Register map, names as in the netlist:
Other sequential cells in the stronger gray, the rest of the logic in the fainter gray.
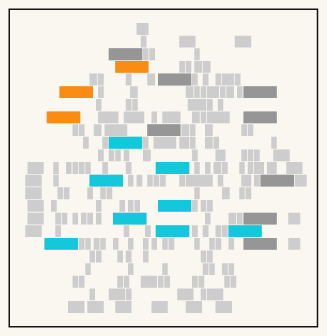
PDN straps and rails:
Bar = 20 µm. Pins as bars on the die edge. Tap cells in gray.
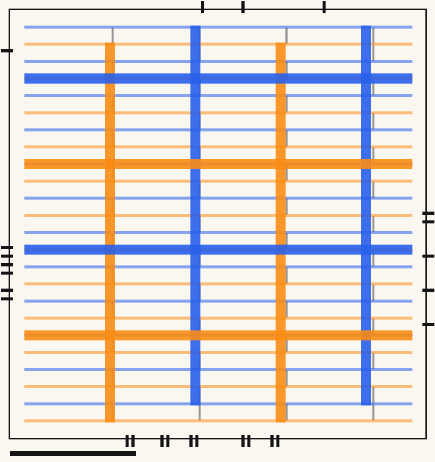
Congestion heat map:
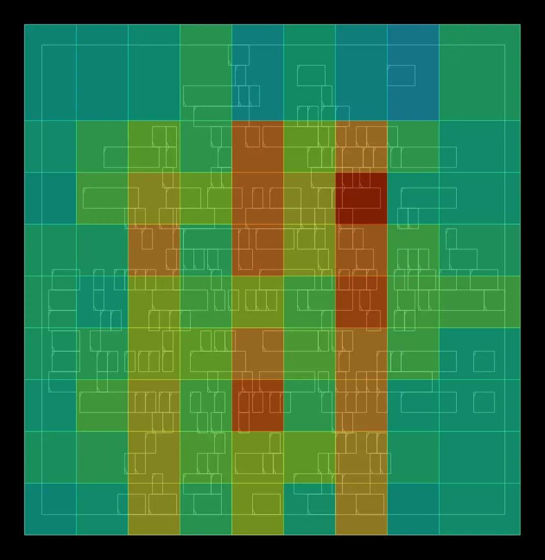
Metal layers overlaid:
Only two layers are drawn.
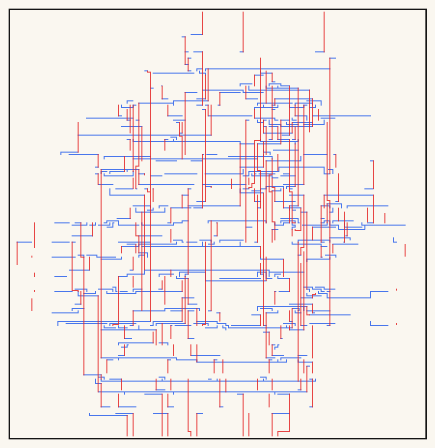
Close-up of the layout:
Region (37, 4) to (62, 29) µm. Cells in gray, sequential cells in the stronger gray; small squares are vias.
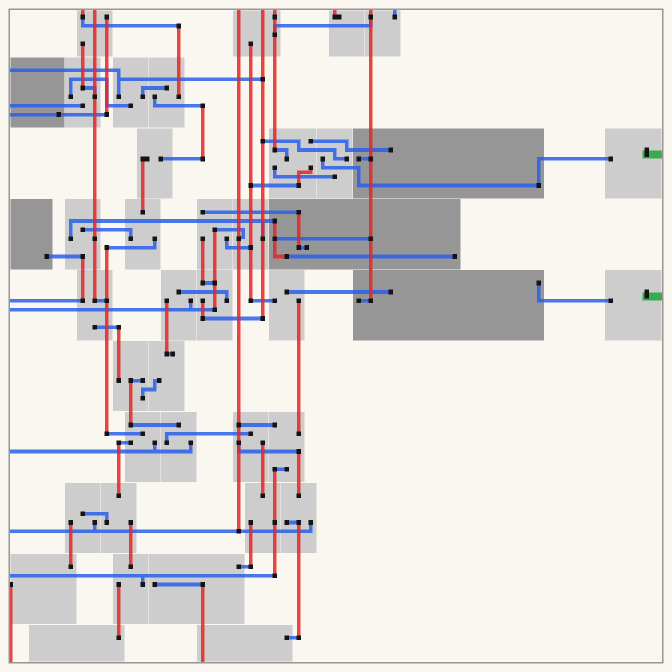
==> src/rtl/fpga_robots_game_serial_tx_arb_pkg.sv <==
// Shared game constants for the serial transmitter: FSM states and
// 115,200 baud 8N1/8N2 framing values.
package fpga_robots_game_serial_tx_arb_pkg;

   typedef enum logic [2:0] {
      S_IDLE,
      S_ARMED,
      S_START,
      S_DATA,
      S_STOP
   } tx_state_t;

   localparam int   BAUD_RATE  = 115200;
   localparam int   DATA_BITS  = 8;
   localparam logic IDLE_LEVEL = 1'b1;

   // Encoding of the round-robin last_grant register
   localparam logic GRANT_A = 1'b0;
   localparam logic GRANT_B = 1'b1;

endpackage

==> src/rtl/fpga_robots_game_serial_tx_arb_rr_arb2.sv <==
// Two-requester round-robin arbiter: a lone requester always wins,
// a tie goes to the requester not granted last.
module fpga_robots_game_rr_arb2
   import fpga_robots_game_serial_tx_arb_pkg::*;
(
   input  logic clk,
   input  logic rst,
   input  logic en,
   input  logic req_a,
   input  logic req_b,
   output logic grant_a,
   output logic grant_b
);

   logic last_grant;

   always_comb begin
      grant_a = en & req_a & (~req_b | (last_grant == GRANT_B));
      grant_b = en & req_b & ~grant_a;
   end

   always_ff @(posedge clk) begin
      if (rst) begin
         last_grant <= GRANT_B;
      end else if (grant_a) begin
         last_grant <= GRANT_A;
      end else if (grant_b) begin
         last_grant <= GRANT_B;
      end
   end

endmodule

==> src/rtl/fpga_robots_game_serial_tx_arb.sv <==
// Arbitrated serial transmitter: two byte requesters share one
// 8N1/8N2 UART line paced by the baud1 strobe.
module fpga_robots_game_serial_tx_arb
   import fpga_robots_game_serial_tx_arb_pkg::*;
#(
   parameter int STOP_BITS = 1
) (
   input  logic       clk,
   input  logic       rst,
   input  logic       baud1,
   input  logic       req_a,
   input  logic [7:0] data_a,
   output logic       ack_a,
   input  logic       req_b,
   input  logic [7:0] data_b,
   output logic       ack_b,
   output logic       txd,
   output logic       busy
);

   tx_state_t  state;
   logic [7:0] shreg;
   logic [2:0] bit_cnt;
   logic       stop_cnt;
   logic       grant_a;
   logic       grant_b;

   fpga_robots_game_rr_arb2 u_arb (
      .clk     (clk),
      .rst     (rst),
      .en      (state == S_IDLE),
      .req_a   (req_a),
      .req_b   (req_b),
      .grant_a (grant_a),
      .grant_b (grant_b)
   );

   always_ff @(posedge clk) begin
      if (rst) begin
         state    <= S_IDLE;
         txd      <= IDLE_LEVEL;
         ack_a    <= 1'b0;
         ack_b    <= 1'b0;
         busy     <= 1'b0;
         shreg    <= 8'h00;
         bit_cnt  <= 3'd0;
         stop_cnt <= 1'b0;
      end else begin
         ack_a <= 1'b0;
         ack_b <= 1'b0;
         unique case (state)
            // baud1 is deliberately ignored here so the start bit is full width
            S_IDLE: begin
               if (grant_a | grant_b) begin
                  shreg <= grant_a ? data_a : data_b;
                  ack_a <= grant_a;
                  ack_b <= grant_b;
                  busy  <= 1'b1;
                  state <= S_ARMED;
               end
            end
            S_ARMED: begin
               if (baud1) begin
                  txd   <= 1'b0;
                  state <= S_START;
               end
            end
            S_START: begin
               if (baud1) begin
                  txd     <= shreg[0];
                  bit_cnt <= 3'd0;
                  state   <= S_DATA;
               end
            end
            S_DATA: begin
               if (baud1) begin
                  if (bit_cnt != 3'(DATA_BITS - 1)) begin
                     shreg   <= {1'b0, shreg[7:1]};
                     txd     <= shreg[1];
                     bit_cnt <= bit_cnt + 3'd1;
                  end else begin
                     txd      <= IDLE_LEVEL;
                     stop_cnt <= 1'b0;
                     state    <= S_STOP;
                  end
               end
            end
            S_STOP: begin
               if (baud1) begin
                  if (stop_cnt == 1'(STOP_BITS - 1)) begin
                     busy  <= 1'b0;
                     state <= S_IDLE;
                  end else begin
                     stop_cnt <= stop_cnt + 1'b1;
                  end
               end
            end
            default: state <= S_IDLE;
         endcase
      end
   end

endmodule
==> config.mk <==
export PLATFORM = sky130hd
export DESIGN_NAME = fpga_robots_game_serial_tx_arb
export DESIGN_NICKNAME = d
export VERILOG_FILES = /design/src/rtl/fpga_robots_game_serial_tx_arb_pkg.sv /design/src/rtl/fpga_robots_game_serial_tx_arb_rr_arb2.sv /design/src/rtl/fpga_robots_game_serial_tx_arb.sv
export SDC_FILE = /design/constraint.sdc
export NUM_CORES = 1
export LEC_CHECK = 0
export ABC_AREA = 1
export CAP_MARGIN = 15
export CORE_AREA = 2 2 64 66
export DETAILED_ROUTE_END_ITERATION = 7
export DIE_AREA = 0 0 66 68
export PLACE_DENSITY_LB_ADDON = 0.2
export SETUP_SLACK_MARGIN = 0.05
export SYNTH_ARGS = -nofsm -noshare
export SYNTH_HDL_FRONTEND = slang
export SYNTH_HIERARCHICAL = 1
export SYNTH_SLANG_ARGS = --single-unit
==> constraint.sdc <==
create_clock -name clk -period 3 [get_ports clk]
set_clock_uncertainty 0.2 [all_clocks]
set_input_delay 0.3 -clock clk [delete_from_list [all_inputs] [get_ports clk]]
set_output_delay 0.3 -clock clk [all_outputs]
set_load 0.1 [all_outputs]
==> results.yml <==
# generated from flow reports
run_status:
  outcome: "completed"
timing:
  worst_pin_slew_ps: 435
  rsz0062_at_grt: "no"
  setup-tns-final_ps: 0
  worst_slack_ps: 587
  slew_headroom_pct: 71.0
  finalCritPeriodShare_pct: 80.4
  fmax_ghz: 0.414
clock_tree:
  cts.path.max_buffers: 2
  clkTransAtPathRegs_ps: 70
  htreeDepth: 1
  cts_inserted_buffers: 3
  cts_root_buf: "clkbuf_8"
finish:
  area_delta_synth_final_pct: 28.2
  drive_gt1_share_pct: 7.14
  diodes: 0
  num-fill-cells: 431
  finalNonFillerCells: 260
  seq_area_um2: 380
  fin_nets: 234
worst_setup_path:
  end_kind: "flop"
  critPathKind: "reg2reg"
  cp.arrival_ps: 2370
  critPathMaxFanout: 16
flow_run:
  max-cap-violations: 0
synthesis:
  ys_cells: 186
  area_leaders: "dfxtp_1 34%, nand2_1 29%, nor2_1 10%"
  synth-edff-count: 0
  yosysWarnings: 6
  yosysUniqueCellTypes: 22
  yosys_area_um2: 1100
  syn_inst: 186
  ys_top_cells_by_count: "84 x nand2_1, 30 x nor2_1, 19 x dfxtp_1, 17 x inv_1, 7 x nand3_1"
  yosys_most_used_dff: "dfxtp_1"
  fp_nets: 209
  avgSynthCellArea_um2: 5.93
  numSynthFlops: 19
  syn_area_um2: 1100
global_route:
  grt.busiest_layer: "met2"
  overflow: 0
  grt_pass1_wl_um: 3930
  grt_pass1_vias: 933
  grt_usage_pct: 11.5
  grt_max_degree: 17
  antenna_found_initial: 0
floorplan:
  die-area_um2: 4490
  core-area_um2: 3860
  fp-utilization_pct: 28.6
  ios: 25
  rows: 23
  die-width_um: 66
route:
  drt_iter0_drc: 34
  post-route-drc-count: 0
  firstDrtPassIters: 6
  ant_nets: 0
placed_design:
  port_buffers: 24
  pre_cts_ws_ps: 569
  dpl.hpwl_um: 1730
  dp_cells: 256
pwr:
  power.leakage_nw: 0.715
  powerDensity_nw_per_um2: 840
hold_path:
  min_path_type: "reg2reg"
Notes on 'register map, names as in the netlist' above:
legend:
  bit_cnt:
    color: orange
    placed_flops: 3
  shreg:
    color: cyan
    placed_flops: 8
not colored: 8

Notes on 'PDN straps and rails' above:
legend:
  VDD:
    color: blue
  VSS:
    color: orange
met4 straps: 4
tap cells: 50
rows: 23
met5 straps: 4
signal pins: 25
die height: 68 µm
VDD IR max: 297 µV

Notes on 'congestion heat map' above:
GR Layer Usage met2: 19.8%
M3 GR Usage: 3.95%
grt met1 use: 13.4%

Notes on 'metal layers overlaid' above:
legend:
  metal 1:
    color: blue
    wire_length: 1150 µm
  metal 2:
    color: red
    wire_length: 1010 µm

Notes on 'close-up of the layout' above:
legend:
  metal 1:
    color: blue
  metal 2:
    color: red
  metal 3:
    color: green
sequential cells in the window: 3
most frequent: nand2_1 (17), nor2_1 (6), clkdlybuf4s50_1 (4)
cells with their middle in the window: 38

==> final timing paths <==
kind                  from       end  slack (ps)  cells past startpoint
setup / recovery  state[1]  shreg[7]         590                     14
hold reg to reg        txd       txd         260                      2
setup reg to reg  state[1]  shreg[7]         590                     14
hold / removal         txd       txd         260                      2
==> placed cells by master (no fill, tap or decap), drive strengths merged <==
master and n:
nand4 1, nor2 32, dfxtp 19, buf 4
clkinv 2, clkbuf 4, inv 19, nor3 1
a21oi 4, o21ai 5, and3 1, o211ai 1
nand3 7, ha 2, nand2 87, clkdlybuf4s50 20
o21bai 1
==> sequential cells by signal, indices dropped and copies added (netlist names) <==
signal,cells
txd,1
ack_b,1
u_arb/last_grant,1
state,3
ack_a,1
bit_cnt,3
shreg,8
busy,1
==> area by class of cell <==
cell class	count	share of cell area, %
multi-input combinational	142	43.7
inverter	21	5.57
sequential	19	26.9
clock buffer	4	3.18
tap	50	4.42
timing repair buffer	24	16.3
==> worst max-delay path, cell delays in order, from the launching register on <==
cell	delay, ps
dfxtp_1	350
nor2_1	290
nand2_1	170
inv_1	110
nand2_1	60
inv_1	60
nand2_2	50
inv_2	160
nor2_1	70
nand3_1	140
nand2_1	110
a21oi_4	340
nand2_1	100
nand2_1	70
nor2_1	40
==> report_power, final <==
| part | switching, W | internal, W | total (W) | leakage, nW |
|---|---|---|---|---|
| combinational | 0.000429 | 0.000206 | 0.000635 | 0.536 |
| sequential | 0.0000462 | 0.000330 | 0.000376 | 0.157 |
| clock | 0.0000827 | 0.0000943 | 0.000177 | 0.0228 |
| total | 0.000558 | 0.000630 | 0.00119 | 0.715 |
==> kinds of logic after synthesis <==
kind of cell | Yosys count | share of synthesized area [%]
and+or+nand+nor | 129 | 47.3
AOI/OAI and AO/OA | 11 | 6.46
buffers and inverters | 25 | 9.52
adders and majority gates | 2 | 2.27
DFF | 19 | 34.5
==> metrics by stage <==
stage	utilization (%)	total power, W	hold slack, ps	cell area (µm²)
after floorplan	-	0.000916	169	1100
after global placement	35.5	0.00102	241	1370
after detailed placement	35.5	0.00102	250	1370
after CTS	36.7	0.00121	262	1420
after global routing	36.7	0.00131	294	1420
final	36.7	0.00119	256	1420
==> metal layers <==
| layer | vias to the layer above | routed length, µm |
|---|---|---|
| li1 | 611 | - |
| met1 | 439 | 1150 |
| met5 | - | 0 |
| met2 | 17 | 1010 |
| met4 | 0 | 37 |
| met3 | 4 | 103 |
No activity file was given, so power comes from the tool's default toggle rates.
